## config.mk

```make
export PLATFORM = sky130hd
export DESIGN_NAME = io_pio_output_pulse
export DESIGN_NICKNAME = d
export VERILOG_FILES = /design/src/rtl/io_pio_pkg.sv /design/src/rtl/io_pio_pulse_timer.sv /design/src/rtl/io_pio_output_pulse.sv
export SDC_FILE = /design/constraint.sdc
export NUM_CORES = 1
export LEC_CHECK = 0
export ABC_AREA = 1
export CORE_MARGIN = 8
export CORE_UTILIZATION = 55
export CTS_CLUSTER_SIZE = 16
export DETAILED_ROUTE_END_ITERATION = 10
export GPL_TIMING_DRIVEN = 0
export PLACE_DENSITY = 0.78
export SLEW_MARGIN = 0
export SYNTH_ARGS = -nofsm -noshare
export SYNTH_HDL_FRONTEND = slang
export SYNTH_SLANG_ARGS = --single-unit
```

## constraint.sdc

```tcl
create_clock -name clk -period 2.9 [get_ports clk]
set_input_delay 0.87 -clock clk [delete_from_list [all_inputs] [get_ports clk]]
set_output_delay 0.87 -clock clk [all_outputs]
set_load 0.02 [all_outputs]
```

## src/rtl/io_pio_pkg.sv

```systemverilog
// Shared definitions for the io_pio output port: word map, pulse FSM states and STATUS bits.
// Latency: n/a (declarations only).
// Backpressure: n/a.
//
// Contents:
//   PIO_* word indices, decoded from addr[7:2]
//   pulse_state_t: one-shot engine states
//   STAT_*_BIT: bit positions inside the STATUS read word
package io_pio_pkg;

    // Word indices as seen on addr[7:2]
    localparam logic [5:0] PIO_DATA      = 6'd0;
    localparam logic [5:0] PIO_SET       = 6'd1;
    localparam logic [5:0] PIO_CLR       = 6'd2;
    localparam logic [5:0] PIO_TGL       = 6'd3;
    localparam logic [5:0] PIO_PULSE_LEN = 6'd4;
    localparam logic [5:0] PIO_PULSE     = 6'd5;
    localparam logic [5:0] PIO_STATUS    = 6'd6;

    // One-shot engine states
    typedef enum logic {
        ST_IDLE   = 1'b0,
        ST_ACTIVE = 1'b1
    } pulse_state_t;

    // STATUS word bit positions
    localparam int STAT_BUSY_BIT = 0;
    localparam int STAT_ERR_BIT  = 1;

endpackage : io_pio_pkg

```

## src/rtl/io_pio_pulse_timer.sv

```systemverilog
// One-shot pulse timer: on start, stays busy for max(len,1) cycles, then flags expire.
// Latency: busy rises the cycle after start; expire is combinational in the last busy cycle.
// Backpressure: start is ignored while busy; the caller decides how to report that.
//
// Ports:
//   clk, reset : clock and synchronous active-high reset
//   start      : begin a pulse (only honoured in IDLE)
//   len        : requested pulse length in cycles, 0 treated as 1
//   busy       : high while ACTIVE
//   expire     : high in the final ACTIVE cycle; the FSM returns to IDLE at its edge
module io_pio_pulse_timer
    import io_pio_pkg::*;
#(
    parameter int PULSE_W = 16
) (
    input  logic               clk,
    input  logic               reset,
    input  logic               start,
    input  logic [PULSE_W-1:0] len,
    output logic               busy,
    output logic               expire
);

    pulse_state_t       state_q, state_d;
    logic [PULSE_W-1:0] cnt_q, cnt_d;

    always_comb begin
        state_d = state_q;
        cnt_d   = cnt_q;
        expire  = 1'b0;
        case (state_q)
            ST_IDLE: begin
                if (start) begin
                    state_d = ST_ACTIVE;
                    // cnt counts the remaining cycles after the first one,
                    // so a zero length collapses to a single-cycle pulse.
                    if (len == '0) begin
                        cnt_d = '0;
                    end else begin
                        cnt_d = len - PULSE_W'(1);
                    end
                end
            end
            ST_ACTIVE: begin
                if (cnt_q == '0) begin
                    expire  = 1'b1;
                    state_d = ST_IDLE;
                end else begin
                    cnt_d = cnt_q - PULSE_W'(1);
                end
            end
            default: begin
                state_d = ST_IDLE;
            end
        endcase
    end

    always_ff @(posedge clk) begin
        if (reset) begin
            state_q <= ST_IDLE;
            cnt_q   <= '0;
        end else begin
            state_q <= state_d;
            cnt_q   <= cnt_d;
        end
    end

    assign busy = (state_q == ST_ACTIVE);

endmodule : io_pio_pulse_timer

```

## src/rtl/io_pio_output_pulse.sv

```systemverilog
// Memory-mapped parallel output port with atomic SET/CLR/TGL and a hardware one-shot inverter.
// Latency: writes take effect on pio and in readback one cycle after the write edge; reads are combinational.
// Backpressure: none; every access completes in its cycle, a PULSE write while busy is dropped and sets err.
//
// Ports:
//   clk, reset : clock and synchronous active-high reset
//   addr       : byte address, addr[7:2] selects the word
//   datain, we : write data and strobe
//   dataout    : read data for addr
//   pio        : registered output pins, base ^ mask
module io_pio_output_pulse
    import io_pio_pkg::*;
#(
    parameter int WIDTH   = 32,
    parameter int PULSE_W = 16
) (
    input  logic             clk,
    input  logic             reset,
    input  logic [7:0]       addr,
    input  logic [31:0]      datain,
    input  logic             we,
    output logic [31:0]      dataout,
    output logic [WIDTH-1:0] pio
);

    logic [5:0]         word;
    logic [WIDTH-1:0]   wdat;

    logic [WIDTH-1:0]   base_q, base_d;
    logic [WIDTH-1:0]   mask_q, mask_d;
    logic [PULSE_W-1:0] len_q, len_d;
    logic               err_q, err_d;
    logic [WIDTH-1:0]   pio_q, pio_d;

    logic               pulse_wr;
    logic               start;
    logic               busy;
    logic               expire;
    logic [31:0]        status_word;

    // Byte lanes are not decoded, and datain bits above WIDTH carry no meaning.
    logic               unused_bits;
    assign unused_bits = ^{addr[1:0], datain};

    assign word = addr[7:2];
    assign wdat = datain[WIDTH-1:0];

    io_pio_pulse_timer #(
        .PULSE_W (PULSE_W)
    ) u_timer (
        .clk    (clk),
        .reset  (reset),
        .start  (start),
        .len    (len_q),
        .busy   (busy),
        .expire (expire)
    );

    // Write decode and next-state for the register file
    always_comb begin
        base_d   = base_q;
        len_d    = len_q;
        err_d    = err_q;
        pulse_wr = 1'b0;
        if (we) begin
            case (word)
                PIO_DATA:      base_d   = wdat;
                PIO_SET:       base_d   = base_q | wdat;
                PIO_CLR:       base_d   = base_q & ~wdat;
                PIO_TGL:       base_d   = base_q ^ wdat;
                PIO_PULSE_LEN: len_d    = datain[PULSE_W-1:0];
                PIO_PULSE:     pulse_wr = 1'b1;
                PIO_STATUS:    err_d    = 1'b0;
                default:       ;
            endcase
        end

        // A zero mask is a no-op and is not an error; any PULSE write while
        // busy (including the expiry cycle) is rejected so software retries.
        start = pulse_wr && !busy && (wdat != '0);
        if (pulse_wr && busy) begin
            err_d = 1'b1;
        end
    end

    always_comb begin
        mask_d = mask_q;
        if (start) begin
            mask_d = wdat;
        end else if (expire) begin
            mask_d = '0;
        end
        // Built from next-state values so pio lines up with register readback.
        pio_d = base_d ^ mask_d;
    end

    always_ff @(posedge clk) begin
        if (reset) begin
            base_q <= '0;
            mask_q <= '0;
            len_q  <= '0;
            err_q  <= 1'b0;
            pio_q  <= '0;
        end else begin
            base_q <= base_d;
            mask_q <= mask_d;
            len_q  <= len_d;
            err_q  <= err_d;
            pio_q  <= pio_d;
        end
    end

    assign pio = pio_q;

    always_comb begin
        status_word                = '0;
        status_word[STAT_BUSY_BIT] = busy;
        status_word[STAT_ERR_BIT]  = err_q;
    end

    // Read mux, combinational from registers
    always_comb begin
        dataout = '0;
        case (word)
            PIO_DATA:      dataout = 32'(base_q);
            PIO_SET,
            PIO_CLR,
            PIO_TGL:       dataout = 32'(pio_q);
            PIO_PULSE_LEN: dataout = 32'(len_q);
            PIO_PULSE:     dataout = 32'(mask_q);
            PIO_STATUS:    dataout = status_word;
            default:       dataout = '0;
        endcase
    end

endmodule : io_pio_output_pulse

```

==> flow_summary_export.csv, run 1 <==
group,metric,value,unit
outcome,violations,"setup timing",
worst_setup_path,r2r_cells,11,
detailed_routing,drtIter0Drc,1012,
power,comb_power_share,11.2,%
worst_setup_path,cpMaxStageDelayCell,"o211ai_1",
detailed_routing,totalWireLength,33.0,mm
cts,cts_hold_buf,0,
logic_synthesis,synth_cell_type_count,32,
die,die_w,147,µm
finish,fin_nets,1875,
logic_synthesis,syn_inst,1621,
finish,final_cells,2003,
outcome,status,"finished, violations left",
finish,n_antenna_cell,0,
hold_path,hold_path_class,"flop to flop",
final_timing,clock.fmax,337,MHz
detailed_routing,antenna_left,0,
cts,clkLatencyLatePin,0.43,ns
grt,grt_usage,30.0,%
final_timing,final-setup-viol-count,5,
die,row_count,48,
final_timing,period_used_share,102,%
detailed_routing,wire_per_inst,16.5,µm
detailed_routing,drc,0,
worst_setup_path,crit_cells,8,
die,core,17100,µm²
logic_synthesis,ys_seq_share,27.6,%
finish,final_common_cell,"nand2_1",
cts,cts_tree,"done",
detailed_routing,vias,10700,
worst_setup_path,path_max_fanout,7,
job,warnings,63,
grt,grt_max_degree,17,
detailed_routing,firstDrtPassIters,6,
worst_setup_path,crit_type,"input port to primary output",
power,switching_share,25.8,%
power,power_leakage,6.32,nW
cts,clockBufferDepth,2,
grt,grt.overflow.total,0,
die,die-height,147,µm
worst_setup_path,cpPeakStageDelay,0.25,ns
power,max-vdd-ir-drop,0.425,mV
power,p_int,0.00356,W
grt,antenna_found_initial,0,
worst_setup_path,crit_arrival,2.10,ns
final_timing,setup_slack,-0.0657,ns
power,power_switching,0.00124,W
final_timing,worstMarginPinSlew,0.780,ns
job,maxCapViolCount,0,
die,fp_util,55.4,%
final_timing,maxSlewViolCount,0,
[run 1: Yosys cell counts, drive strengths merged]
library cell / count / share of area, %
a21oi: 29 / 1.5
xor2: 9 / 0.83
a22oi: 34 / 2.7
a31oi: 1 / 0.066
buf: 33 / 1.9
clkinv: 1 / 0.040
and2: 2 / 0.13
nor3: 4 / 0.33
o22ai: 3 / 0.20
o211ai: 10 / 0.79
a211oi: 1 / 0.080
nor2: 352 / 15
nand4: 4 / 0.26
xnor2: 1 / 0.093
inv: 260 / 10
o21ai: 53 / 2.8
clkbuf: 34 / 1.4
dfxtp: 130 / 28
nand2: 461 / 18
nand3: 132 / 7.2
ha: 67 / 8.9
[run 1: worst reg2reg max path: cells and delay by family (launching register included)]
kind                       cells  cell delay [ns]
and+or+nand+nor                8             1.19
buffers and inverters          2             0.41
DFF                            1             0.32
adders and majority gates      1             0.23
[run 1: kinds of logic after synthesis]
group / synth area share (%)
AND/OR/NAND/NOR: 40.8
flip-flops: 27.6
XOR/XNOR: 0.927
buffers and inverters: 13.6
AND-OR/OR-AND: 8.23
adder cells (fa/ha/maj): 8.88
[run 1: per-layer routing]
layer,GRT usage (%),wire [µm],up-vias
met4,17.3,1470,0
met5,0,0,-
met2,50.7,15700,514
met1,33.3,12700,4821
met3,8.37,3160,124
li1,-,-,5233
[run 1: flip-flops by register name, indices dropped and copies added (netlist names)]
signal / cells
err_q: 1
pio: 32
mask_q: 32
len_q: 16
u_timer.busy: 1
base_q: 32
u_timer.cnt_q: 16
[run 1: cell type report]
cell class                      count  area, µm²
Multi-Input combinational cell   1163       5680
Fill cell                        1548       5270
Sequential cell                   130       2600
Timing Repair Buffer              127       1160
Inverter                          261        996
Clock buffer                       19        443
Buffer                             65        420
Tap cell                          225        282
Clock inverter                     13        209
[run 1: path summary, 6_finish.rpt]
path / from / endpoint / slack, ns
setup / recovery: addr[2] / dataout[30] / -0.07
hold / removal: err_q / err_q / 0.48
setup reg to reg: len_q[0] / u_timer.cnt_q[10] / 0.63
hold reg to reg: err_q / err_q / 0.48
[run 1: power by group through the flow]
stage / sequential [W] / combinational (W) / clock (W)
floorplan: 0.00188 / 0.000284 / 0
global placement: 0.00187 / 0.000491 / 0
detailed placement: 0.00187 / 0.000501 / 0
CTS: 0.00184 / 0.000522 / 0.00240
global route: 0.00184 / 0.000595 / 0.00251
finish: 0.00184 / 0.000539 / 0.00242
[run 1: through the flow]
step | total power, W | setup TNS [ns] | hold slack [ns] | setup slack, ns | instance area [µm²]
finish | 0.00479 | -0.204 | 0.478 | -0.0657 | 11800
detailed placement | 0.00237 | -74.56 | 0.461 | -1.58 | 10800
floorplan | 0.00217 | 0 | 0.444 | 0.0111 | 9450
global placement | 0.00236 | -72.31 | 0.461 | -1.58 | 10800
global route | 0.00494 | -0.633 | 0.513 | -0.118 | 11800
CTS | 0.00476 | -0.123 | 0.468 | -0.0632 | 11600
[run 1: repair_timing]
item                                    4_1_cts  5_1_grt
endpoints found under the setup margin       45      108
hold endpoints to repair                      0        0
cloned                                        1        2
setup buffers                                17        4
resized                                     224       47
pin swaps                                     9        6
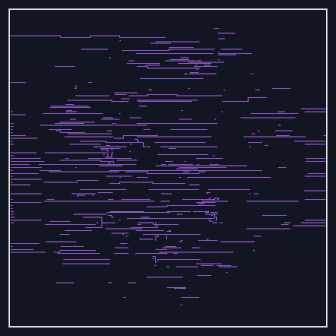
*M3 wires, run 1*
- wire length on this layer: 3,160 µm
- main direction: horizontal
- longest straight run: 70.8 µm

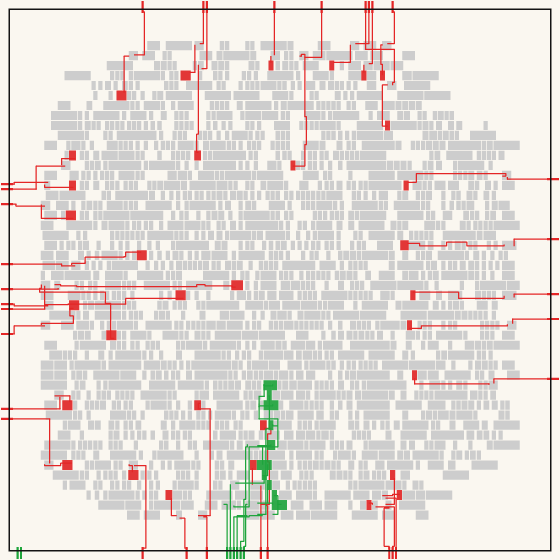
*Nets reached from selected ports, run 1*
- `addr`: green (bits 8; direction input; end cells 11; buffers 6; wire 241 µm)
- `dataout`: red (bits 32; direction output; end cells 32; buffers 32; wire 1,020 µm)
port bufs: 103
IO Count: 107

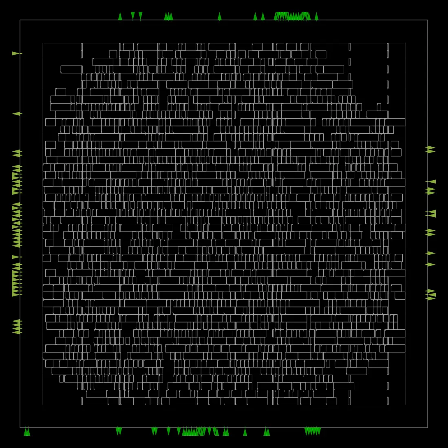
*Placed standard cells, run 1*
registers: 130
fill cell count: 1,548

==> run 2, diff against run 1 <==
SKIP_CTS_REPAIR_TIMING = 1   (was unset)
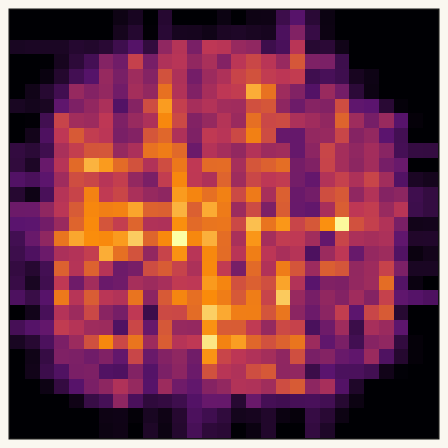
*Wiring heat map, run 2*
29 x 29 tiles, from black (low) to pale yellow (high), scaled to the fullest tile. Values are wire area over tile area, all layers added.
- densest ninth of the die: centre
- nearly empty tiles: 16%
- tiles over half the peak: 26%
WL/cell: 16.6 µm
vias post-DR: 10,700

==> flow_summary_export.csv, run 2 <==
group,metric,value,unit
logic_synthesis,ys_sh_xor,0.927,%
power,power_leakage,6.36,nW
cts,clockBufferDepth,2,
final_timing,period_used_share,109,%
logic_synthesis,synth_cell_type_count,32,
power,power_switching,0.00123,W
final_timing,clock.fmax,317,MHz
logic_synthesis,ys_sh_adder,8.88,%
worst_setup_path,cpPeakStageDelay,0.27,ns
die,die_w,147,µm
die,core,17100,µm²
worst_setup_path,path_max_fanout,7,
detailed_routing,antenna_left,0,
outcome,violations,"setup timing",
grt,grt_max_degree,17,
logic_synthesis,ys_sh_simple,40.8,%
worst_setup_path,critPathLaunch,"addr[2]",
finish,final_common_cell,"nand2_1",
logic_synthesis,common_cells,"459 x nand2_1, 343 x nor2_1, 256 x inv_1, 130 x dfxtp_1, 129 x nand3_1",
detailed_routing,drtIter0Drc,1147,
logic_synthesis,compound_area_share,8.23,%
final_timing,finalSetupTns,-3.64,ns
hold_path,worstHoldStart,"err_q",
logic_synthesis,synthMuxAreaShare,0,%
detailed_routing,drc,0,
power,p_int,0.00356,W
worst_setup_path,cpMaxStageDelayCell,"o211ai_1",
cts,clkLatencyLatePin,0.43,ns
power,p_total,0.00479,W
die,die-height,147,µm
grt,grt_usage,29.3,%
worst_setup_path,crit_type,"input port to primary output",
final_timing,setup_slack,-0.251,ns
logic_synthesis,post-synth-top-area-cell,"dfxtp_1",
outcome,status,"finished, violations left",
die,row_count,48,
logic_synthesis,ys_seq_share,27.6,%
hold_path,hold_path_class,"flop to flop",
final_timing,final-setup-viol-count,30,
detailed_routing,firstDrtPassIters,8,
finish,n_fill_cell,1506,
logic_synthesis,synth-edff-count,0,
power,switching_share,25.7,%
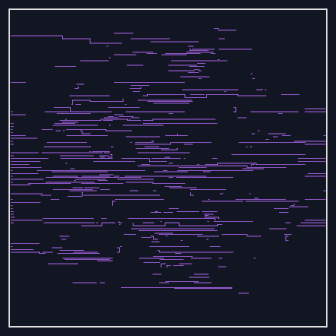
*M3 wires, run 2*
- wire length on this layer: 3,360 µm
- share of all routed wire: 10%
- nets with wire on the layer: 202

run 2: cell counts after synthesis:
No cell type changed its count.
run 2: power groups by stage:
stage / Clock, W / Combinational, W / Sequential, W
after global placement: 0 / 0.000491 / 0.00187
final: 0.00241 / 0.000545 / 0.00184
after CTS: 0.00240 / 0.000505 / 0.00184
after global routing: 0.00251 / 0.000602 / 0.00184
after detailed placement: 0 / 0.000501 / 0.00187
after floorplan: 0 / 0.000284 / 0.00188
run 2: path summary, 6_finish.rpt:
| check | endpoint | cells past startpoint | slack, ns |
|---|---|---|---|
| setup / recovery | dataout[30] | 8 | -0.25 |
| hold reg to reg | err_q | 2 | 0.49 |
| hold / removal | err_q | 2 | 0.49 |
| setup reg to reg | u_timer.cnt_q[10] | 11 | 0.65 |
run 2: cell type report:
| type | count | share of cell area (%) |
|---|---|---|
| inverter | 261 | 8.34 |
| timing repair buffer | 130 | 11.0 |
| clock buffer | 19 | 3.70 |
| clock inverter | 13 | 1.75 |
| buffer | 64 | 3.36 |
| tap | 225 | 2.35 |
| multi-input combinational | 1163 | 47.8 |
| sequential | 130 | 21.8 |
run 2: worst reg2reg max path, cell delays in order, from the launching register on:
cell     delay, ns
dfxtp_1       0.32
inv_1         0.18
ha_1          0.23
nand2_1       0.12
nor2_1        0.32
nand3_1       0.18
nand2_1       0.26
inv_1         0.22
nand2_1       0.13
nand2_1       0.05
nor2_1        0.09
nor2_1        0.05
run 2: cells by family after synthesis:
logic type | count (synthesis)
buf+inv | 328
fa+ha+maj | 67
flops | 130
simple gates | 955
compound gates | 131
xor+xnor | 10
run 2: per-layer routing:
metal	up-vias	GRT usage, %	part of all wire [%]
met2	536	49.9	48
met4	0	15.2	4.3
met1	4848	33.0	38
met5	-	0	0
met3	116	7.69	10
li1	5242	-	-
run 2: through the flow:
stage                     hold slack (ns)  setup WS (ns)  area [µm²]  util, %
after CTS                           0.468          -1.59       11400     66.9
after global routing                0.512         -0.274       12000     70.2
after floorplan                     0.444         0.0111        9450        -
after detailed placement            0.461          -1.58       10800     63.1
after global placement              0.461          -1.58       10800     63.1
final                               0.490         -0.251       12000     70.2
Power is estimated from default activity; no workload was simulated.
